Fig. 1: run 1, wiring heat map
20 x 20 tiles, from dark blue (low) to red (high), scaled to the fullest tile. Values are wire area over tile area, all layers added.
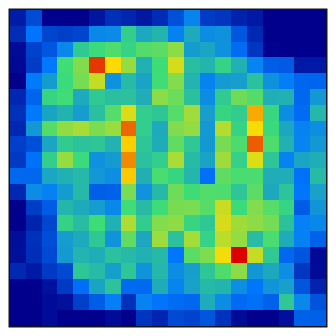
Fig. 2: run 1, cell placement
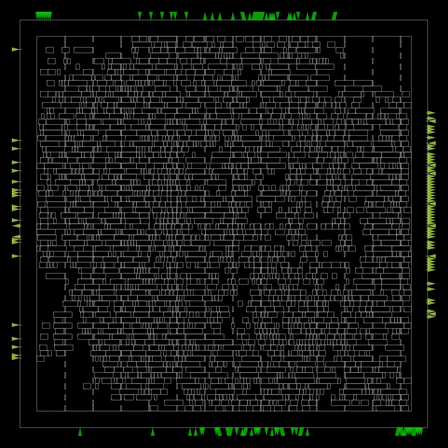
Fig. 3: run 1, placed cells, one colour a class
Fill, decap, tap and diode cells in grey.
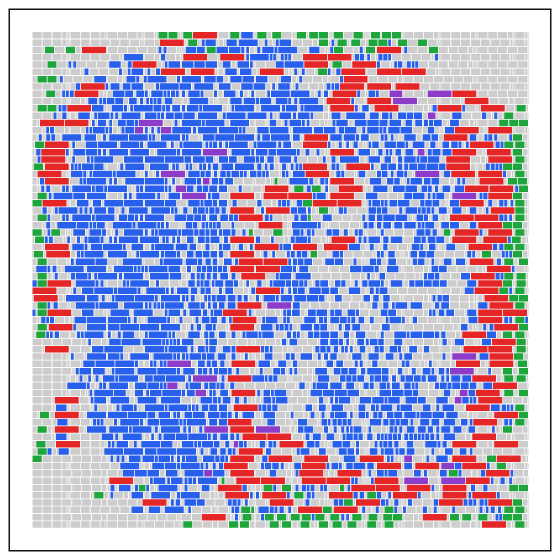
Fig. 4: run 1, PDN straps and rails
Bar = 50 um. Pins as bars on the die edge. Tap cells in grey.
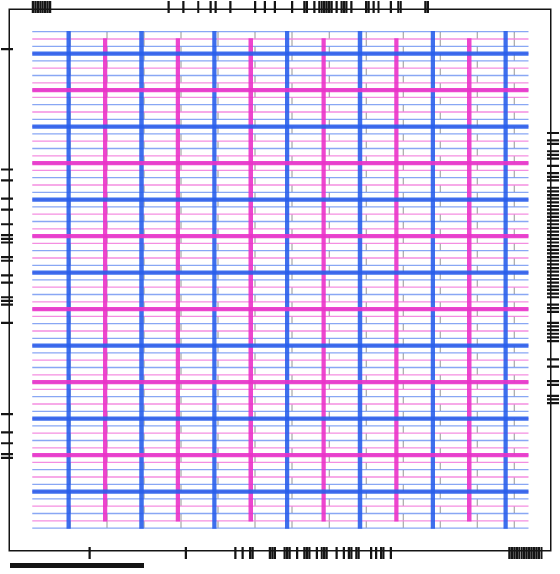
### src/rtl/inverse_clarke.sv
// Inverse Clarke transform (alpha, beta) -> (a, b, c), amplitude-invariant form.
// Three-state start/done handshake: capture, multiply by sqrt3/2 in Q-format, combine and saturate.
module inverse_clarke #(
  parameter int D_WIDTH = 32,
  parameter int Q_BITS  = 10
) (
  input  logic                      clk,
  input  logic                      reset,
  input  logic signed [D_WIDTH-1:0] alpha,
  input  logic signed [D_WIDTH-1:0] beta,
  input  logic                      start,
  output logic signed [D_WIDTH-1:0] a,
  output logic signed [D_WIDTH-1:0] b,
  output logic signed [D_WIDTH-1:0] c,
  output logic                      busy,
  output logic                      done
);

  localparam int PW    = D_WIDTH + Q_BITS + 1;
  localparam int EW    = D_WIDTH + 2;
  localparam int K_INT = int'(0.8660254038 * (2.0 ** Q_BITS));
  localparam logic signed [PW-1:0] K_W   = PW'(K_INT);
  localparam logic signed [EW-1:0] MAX_E = {3'b000, {(D_WIDTH-1){1'b1}}};
  localparam logic signed [EW-1:0] MIN_E = {3'b111, {(D_WIDTH-1){1'b0}}};

  typedef enum logic [1:0] {IDLE, MULT, COMB} state_t;

  state_t state, state_nxt;

  logic signed [D_WIDTH-1:0] alpha_r, beta_r;
  logic signed [PW-1:0]      prod_r;
  logic signed [PW-1:0]      beta_w;
  logic signed [D_WIDTH-1:0] half;
  logic signed [D_WIDTH:0]   s;
  logic signed [EW-1:0]      half_e, s_e, b_ext, c_ext;

  function automatic logic signed [D_WIDTH-1:0] saturate(input logic signed [EW-1:0] x);
    if (x > MAX_E)      return MAX_E[D_WIDTH-1:0];
    else if (x < MIN_E) return MIN_E[D_WIDTH-1:0];
    else                return x[D_WIDTH-1:0];
  endfunction

  always_comb begin
    state_nxt = state;
    case (state)
      IDLE:    if (start) state_nxt = MULT;
      MULT:    state_nxt = COMB;
      COMB:    state_nxt = IDLE;
      default: state_nxt = IDLE;
    endcase
  end

  assign busy = (state != IDLE);

  // beta is sign-extended to the full product width so the multiply never truncates.
  assign beta_w = {{(Q_BITS+1){beta_r[D_WIDTH-1]}}, beta_r};
  assign half   = alpha_r >>> 1;
  assign s      = prod_r[PW-1:Q_BITS];
  assign half_e = {{2{half[D_WIDTH-1]}}, half};
  assign s_e    = {s[D_WIDTH], s};
  assign b_ext  = s_e - half_e;
  assign c_ext  = '0 - half_e - s_e;

  always_ff @(posedge clk or posedge reset) begin
    if (reset) begin
      state   <= IDLE;
      alpha_r <= '0;
      beta_r  <= '0;
      prod_r  <= '0;
      a       <= '0;
      b       <= '0;
      c       <= '0;
      done    <= 1'b0;
    end else begin
      state <= state_nxt;
      done  <= (state == COMB);
      case (state)
        IDLE: if (start) begin
          alpha_r <= alpha;
          beta_r  <= beta;
        end
        MULT: prod_r <= beta_w * K_W;
        COMB: begin
          a <= alpha_r;
          b <= saturate(b_ext);
          c <= saturate(c_ext);
        end
        default: ;
      endcase
    end
  end

endmodule

### config.mk
export PLATFORM = sky130hd
export DESIGN_NAME = inverse_clarke
export DESIGN_NICKNAME = d
export VERILOG_FILES = /design/src/rtl/inverse_clarke.sv
export SDC_FILE = /design/constraint.sdc
export NUM_CORES = 1
export LEC_CHECK = 0
export CAP_MARGIN = 10
export CORE_MARGIN = 8
export CORE_UTILIZATION = 56
export CTS_CLUSTER_SIZE = 10
export DETAILED_ROUTE_END_ITERATION = 16
export PLACE_DENSITY = 0.83
export RECOVER_POWER = 100
export REMOVE_ABC_BUFFERS = 1
export SYNTH_ARGS = -nofsm -noshare
export SYNTH_HDL_FRONTEND = slang
export SYNTH_SLANG_ARGS = --single-unit
### constraint.sdc
create_clock -name clk -period 6.4 [get_ports clk]
set_input_delay 0.64 -clock clk [delete_from_list [all_inputs] [get_ports clk]]
set_output_delay 0.64 -clock clk [all_outputs]
set_load 0.1 [all_outputs]
==> run summary, run 1 <==
The layout was made with Yosys and OpenROAD.

The source of the worst register-to-register timing path is beta_r[4]. In this run the number of H-tree levels came out at 4. The worst slack at placement is 765.5 ps. The post-synth area from yosys stat is 0.01921 mm2. The start point of the worst hold path is a[6]. The number of buffers inserted for hold repair after clock tree synthesis is 0. The run finished, with violations left.

The number of nets with antenna violations after routing is 0. The clock-pin slew of the registers on the worst-case setup and hold paths is 80 ps. Setup repair after global routing left no endpoint under its margin. The post-synthesis cell count from yosys is 2071.

Per the final report, max-transition violations number 555. The total DRC errors in the routed layout is 0. The repair_antennas step left the layout with diodes totalling 0.

The share of synthesized cell area in and-or and or-and compound cells is 0.1587. The number of resized instances in the post-cts repair step is 0. The synthesized netlist cell count is 2071.

Looking at the clock tree report, the root buffer type is clkbuf_16. The checks that failed: capacitance limit, slew limit. The post-synthesis sequential element count is 196. The die covers 0.04048 mm2. By area the synthesized netlist is led by dfrtp_1 (26%), fa_1 (18%), ha_1 (16%), inv_1 (8.1%), nand2_1 (3.9%). In this run, the synthesized area fraction spent on and/or/nand/nor cells is recorded as 0.08956. The cell count after placement is 2646. Per the repair_timing log after CTS, setup buffers inserted total 0. The number of port buffers is 164.

Per the cell usage report, the commonest logic cell in the layout is inv_1. The final standard cell count with taps included and fillers excluded is 2678. The setup clock skew after layout is 12.43 ps. The worst path arrival time is 6050 ps. The clock buffer count from CTS is 17.

By startpoint and endpoint, the worst setup path is classified as reg -> reg. Leaving out fill and tap cells, the most frequent cells in the layout are inv_1 (413), ha_1 (241), nand2_1 (201), dfrtp_1 (196), fa_1 (174). The data required time at the worst endpoint is 6660 ps.

The actual transition at the worst max-transition pin is 3830 ps. Per the run summary, max-cap violations total 9. The sequential cells in the finished layout cover a total of 0.004905 mm2.

Between the synthesized netlist and the finished layout, the area growth was recorded as 13.60%. Looking at the gate-level netlist, the highest instance count belongs to inv_1. The worst slew slack as a fraction of its limit is -1.553.
Back to the opening pictures, Fig. 1:
densest ninth of the die	centre
tiles over half the peak	22%
mean over tiles	0.19
emptiest ninth of the die	lower left
fullest tile	0.55
nearly empty tiles	7.7%
wirelength, routed: 48010 um
vias post-DR: 14688
per-cell routed wire length: 17.93 um

Back to the opening pictures, Fig. 2:
total number of tap cells: 455
fill cell instance count of the final layout: 2817
count of sequential standard cells: 196

Back to the opening pictures, Fig. 3:
class	colour	cells
remaining logic cells	blue	1822
remaining buffers and delay cells	green	173
clock drivers and dummy loads	purple	32
registers	red	196
fraction of area in registers: 0.2248
Layout Cell Area excl Fill: 0.02182 mm2
Core Region: 0.03420 mm2
utilization after layout: 0.6380
standard-cell row count: 68

Back to the opening pictures, Fig. 4:
net	colour
VDD	magenta
VSS	blue
met5 straps	13
rows	68
met1 rails	69
tap cells	455
horizontal die dimension: 201.2 um
die y size: 201.2 um

==> run 1: critical path, stage by stage (launching register included) <==
cell     delay, ps
dfrtp_1        470
ha_1           430
xnor2_1        190
o21ai_0        270
fa_1           510
fa_1           550
inv_1           50
fa_1           530
inv_1           40
ha_1           400
and3_1         210
nand2_1         60
o21ai_1        380
a21oi_1        260
o41ai_1        730
o31ai_1        230
xor2_1         190
o21ai_0         90
==> run 1: routing by layer <==
layer / global-route usage / wire length (um) / part of all wire / up-vias
met5: 0 / 0 / 0 / -
met4: 0.07044 / 1044 / 0.022 / 0
met3: 0.03458 / 2072 / 0.043 / 54
met2: 0.4165 / 23820 / 0.50 / 384
met1: 0.3081 / 21080 / 0.44 / 7164
li1: - / - / - / 7086
==> run 1: final cells by class <==
type | instances | share of cell area
Clock buffer | 19 | 0.02076
Clock inverter | 13 | 0.005333
Inverter | 416 | 0.07162
Multi-Input combinational cell | 1406 | 0.5740
Sequential cell | 196 | 0.2248
Tap cell | 455 | 0.02609
Timing Repair Buffer | 173 | 0.07741
==> run 1: registers in the layout (all words and copies together), names as in the netlist <==
name,cells
a,32
alpha_r,32
b,32
beta_r,32
c,32
done,1
prod_r,33
state,2
==> run 1: final timing paths <==
check | slack [ps] | end | depth (start not counted)
max | 610 | prod_r[41] | 17
min | 480 | a[6] | 2
max reg2reg | 610 | prod_r[41] | 17
min reg2reg | 480 | a[6] | 2
max in group asynchronous | 2370 | c[5] | 3
min in group asynchronous | 1290 | beta_r[29] | 2
Fig. 5: run 1, port wiring
Bar = 50 um.
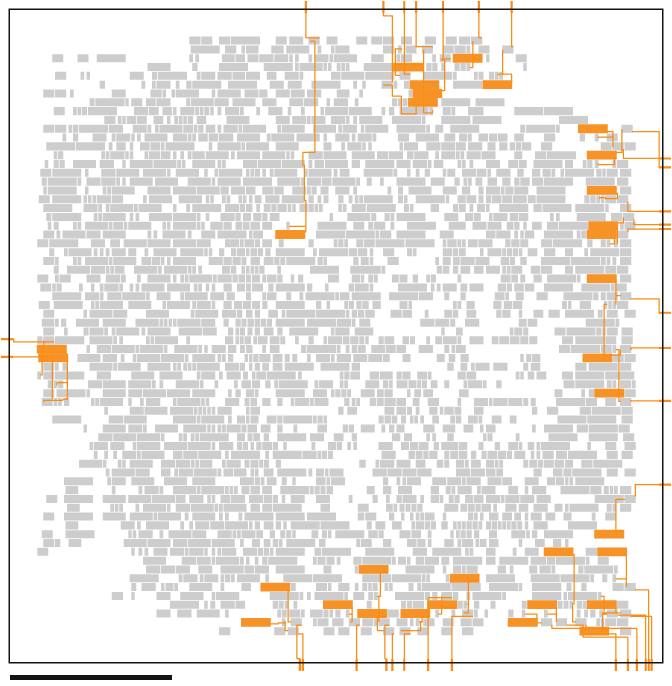

## Run 2: what changed since run 1
--- a/config.mk
+++ b/config.mk
@@ -7,10 +7,10 @@
 export LEC_CHECK = 0
 export CAP_MARGIN = 10
 export CORE_MARGIN = 8
-export CORE_UTILIZATION = 56
+export CORE_UTILIZATION = 31
 export CTS_CLUSTER_SIZE = 10
 export DETAILED_ROUTE_END_ITERATION = 16
-export PLACE_DENSITY = 0.83
+export PLACE_DENSITY = 0.53
 export RECOVER_POWER = 100
 export REMOVE_ABC_BUFFERS = 1
 export SYNTH_ARGS = -nofsm -noshare
Fig. 6: run 2, port wiring
Bar = 100 um.
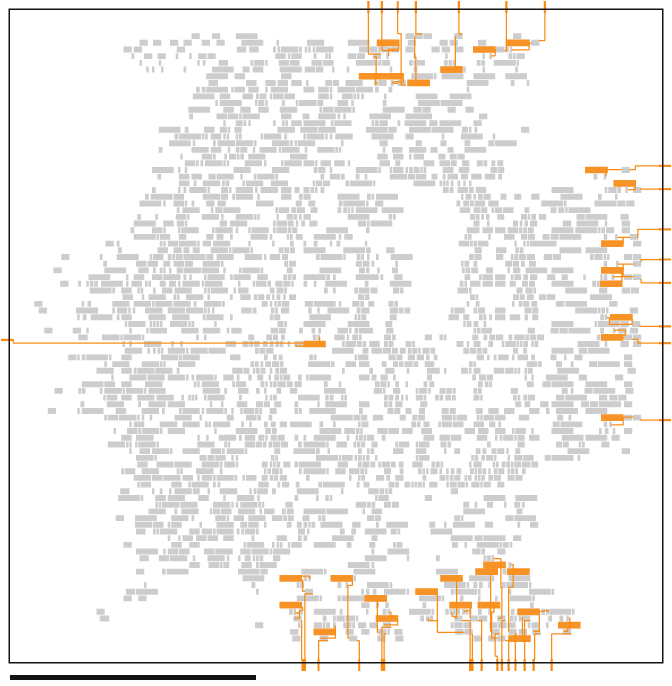
port	colour	bits	direction	end cells	buffers	wire
a	orange	32	output	32	32	1070 um
I/O pin total: 165
PortBufs: 164

Fig. 7: run 2, wiring heat map
26 x 26 tiles, from dark blue (low) to red (high), scaled to the fullest tile. Values are wire area over tile area, all layers added.
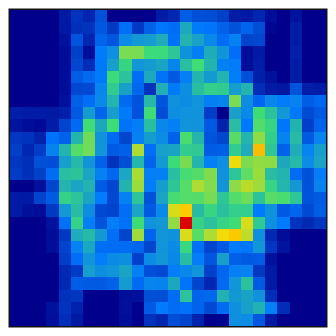
fullest tile	0.51
tiles over half the peak	8.4%
mean over tiles	0.11
nearly empty tiles	20%
wirelength, routed: 51300 um
per-cell routed wire length: 17.03 um
total routing resource utilization after global routing: 0.1484
vias post-DR: 14254

Fig. 8: run 2, PDN straps and rails
Bar = 100 um. Pins as bars on the die edge. Tap cells in grey.
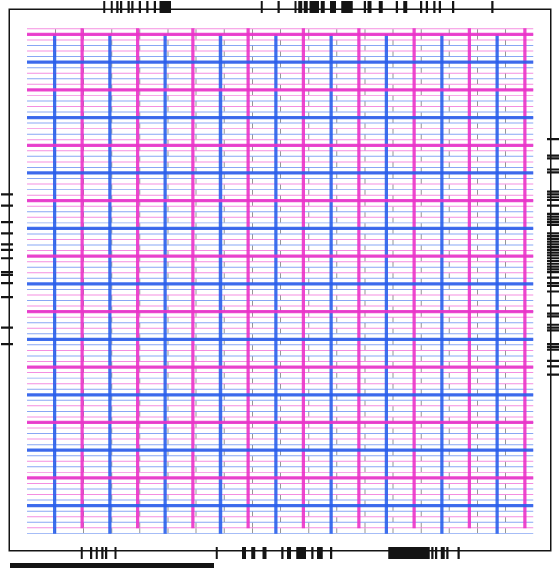
net	colour
VDD	magenta
VSS	blue
tap cells	790
rows	91
met1 rails	92
die y size: 264.9 um
Core Region: 0.06148 mm2
horizontal die dimension: 264.9 um

==> run 2 against run 1 <==
Cell count is 13% higher; clock-buffer cell count rose by 2; highest routed layer unchanged; wire length is 6.8% higher; maximum frequency is 3.6% higher; clock skew about the same; flip-flop count unchanged; first-iteration DRC count up 1.7%; worst hold slack worse by 1.5 ps; largest cell class unchanged; the flow still finishes with violations (capacitance limit, slew limit); setup slack better by 200 ps; area after synthesis unchanged; register-to-register slack better by 200 ps.
==> run summary, run 2 <==
The layout was made with Yosys and OpenROAD.

The worst path arrival time is 5880 ps (-170 ps). The final standard cell count with taps included and fillers excluded was 3013 (+13%). The cell count after placement is 2981 (+13%).

The most common logic cell in the final layout is inv_1. The final reports fail on capacitance limit, slew limit. The number of buffers inserted for hold repair after clock tree synthesis is 0 (unchanged). The flip-flop count of the largest register after layout is 33 (unchanged).

Between the synthesized netlist and the finished layout, the area growth was recorded as 15.95%. The clock-pin slew of the registers on the worst-case setup and hold paths was 80 ps (about the same). The fill cell instance count of the final layout came to 6166 (+120%).

The category of the critical setup timing path is reg -> reg. The post-layout instance area came to 0.02227 mm2 (+2.1%). The setup clock skew after layout is 12.75 ps (+0.3275 ps). The most common logic cells in the final layout are inv_1 (413), ha_1 (241), nand2_1 (201), dfrtp_1 (196), fa_1 (174). The number of nets with antenna violations after routing is 0 (unchanged). The actual transition at the worst max-transition pin came to 4205 ps (+375.0 ps). The max-cap violation count is 5 (-4).

Looking at the gate-level netlist, the highest instance count belongs to inv_1. The number of placement rows is 91 (+34%). The cell at the root of the clock tree is clkbuf_16.

The synthesized netlist cell count is 2071 (unchanged). On the critical path the largest part of the delay comes from adder cells. The total count of max-transition violations in the final report is 337 (-39%).

The main area contributors are dfrtp_1 (26%), fa_1 (18%), ha_1 (16%), inv_1 (8.1%), nand2_1 (3.9%). The post-synth area from yosys stat is 0.01921 mm2 (unchanged). The post-synthesis cell count from yosys is 2071 (unchanged).

Setup repair after global routing left no endpoint under its margin. The flow ran to the end, but the final reports show violations. The number of buffer and inverter instances along the worst setup path is 1 (-1). The worst slack at placement is 850.0 ps (+84.42 ps). The data required time at the worst endpoint is 6690 ps (+30 ps). The post-synthesis sequential element count is 196 (unchanged).
-- run 2: cell count changes in the layout (fill, tap and decap cells not counted), sizes merged --
cell	before	now
inv	420	418
clkbuf	25	26
clkinv	5	4
bufinv	0	3
clkdlybuf4s25	0	1
clkinvlp	4	2
-- run 2: path summary, 6_finish.rpt --
kind | start | to | slack (ps) | cells past startpoint
worst max-delay path | beta_r[1] | prod_r[38] | 810 | 16
max in group asynchronous | reset | alpha_r[8] | 1500 | 3
worst min register to register | a[6] | a[6] | 470 | 2
worst max register to register | beta_r[1] | prod_r[38] | 810 | 16
min in group asynchronous | reset | beta_r[28] | 820 | 2
worst min-delay path | a[6] | a[6] | 470 | 2
-- run 2: cells by family after synthesis --
logic type / after synthesis
and+or+nand+nor: 384
xor gates and xnor gates: 117
buffers and inverters: 469
DFF: 196
muxes: 16
AOI/OAI and AO/OA: 469
adders and majority gates: 420
-- run 2: routing by layer --
| layer | wire [um] | global-route usage | vias to the layer above | part of all wire |
|---|---|---|---|---|
| li1 | - | - | 7100 | - |
| met1 | 22800 | 0.1851 | 6872 | 0.44 |
| met2 | 25640 | 0.2611 | 250 | 0.50 |
| met3 | 2039 | 0.02882 | 32 | 0.040 |
| met4 | 812 | 0.03820 | 0 | 0.016 |
| met5 | 0 | 0 | - | 0 |
-- run 2: cell type report --
| type | instances | area, um2 | share of cell area |
|---|---|---|---|
| inverters | 416 | 1569 | 0.07045 |
| flip-flops and latches | 196 | 4905 | 0.2202 |
| clock inverters | 11 | 150.1 | 0.006741 |
| multi-input cells | 1406 | 12530 | 0.5624 |
| repair buffers | 173 | 1694 | 0.07606 |
| clock buffers | 21 | 440.4 | 0.01977 |
| well taps | 790 | 988.4 | 0.04438 |
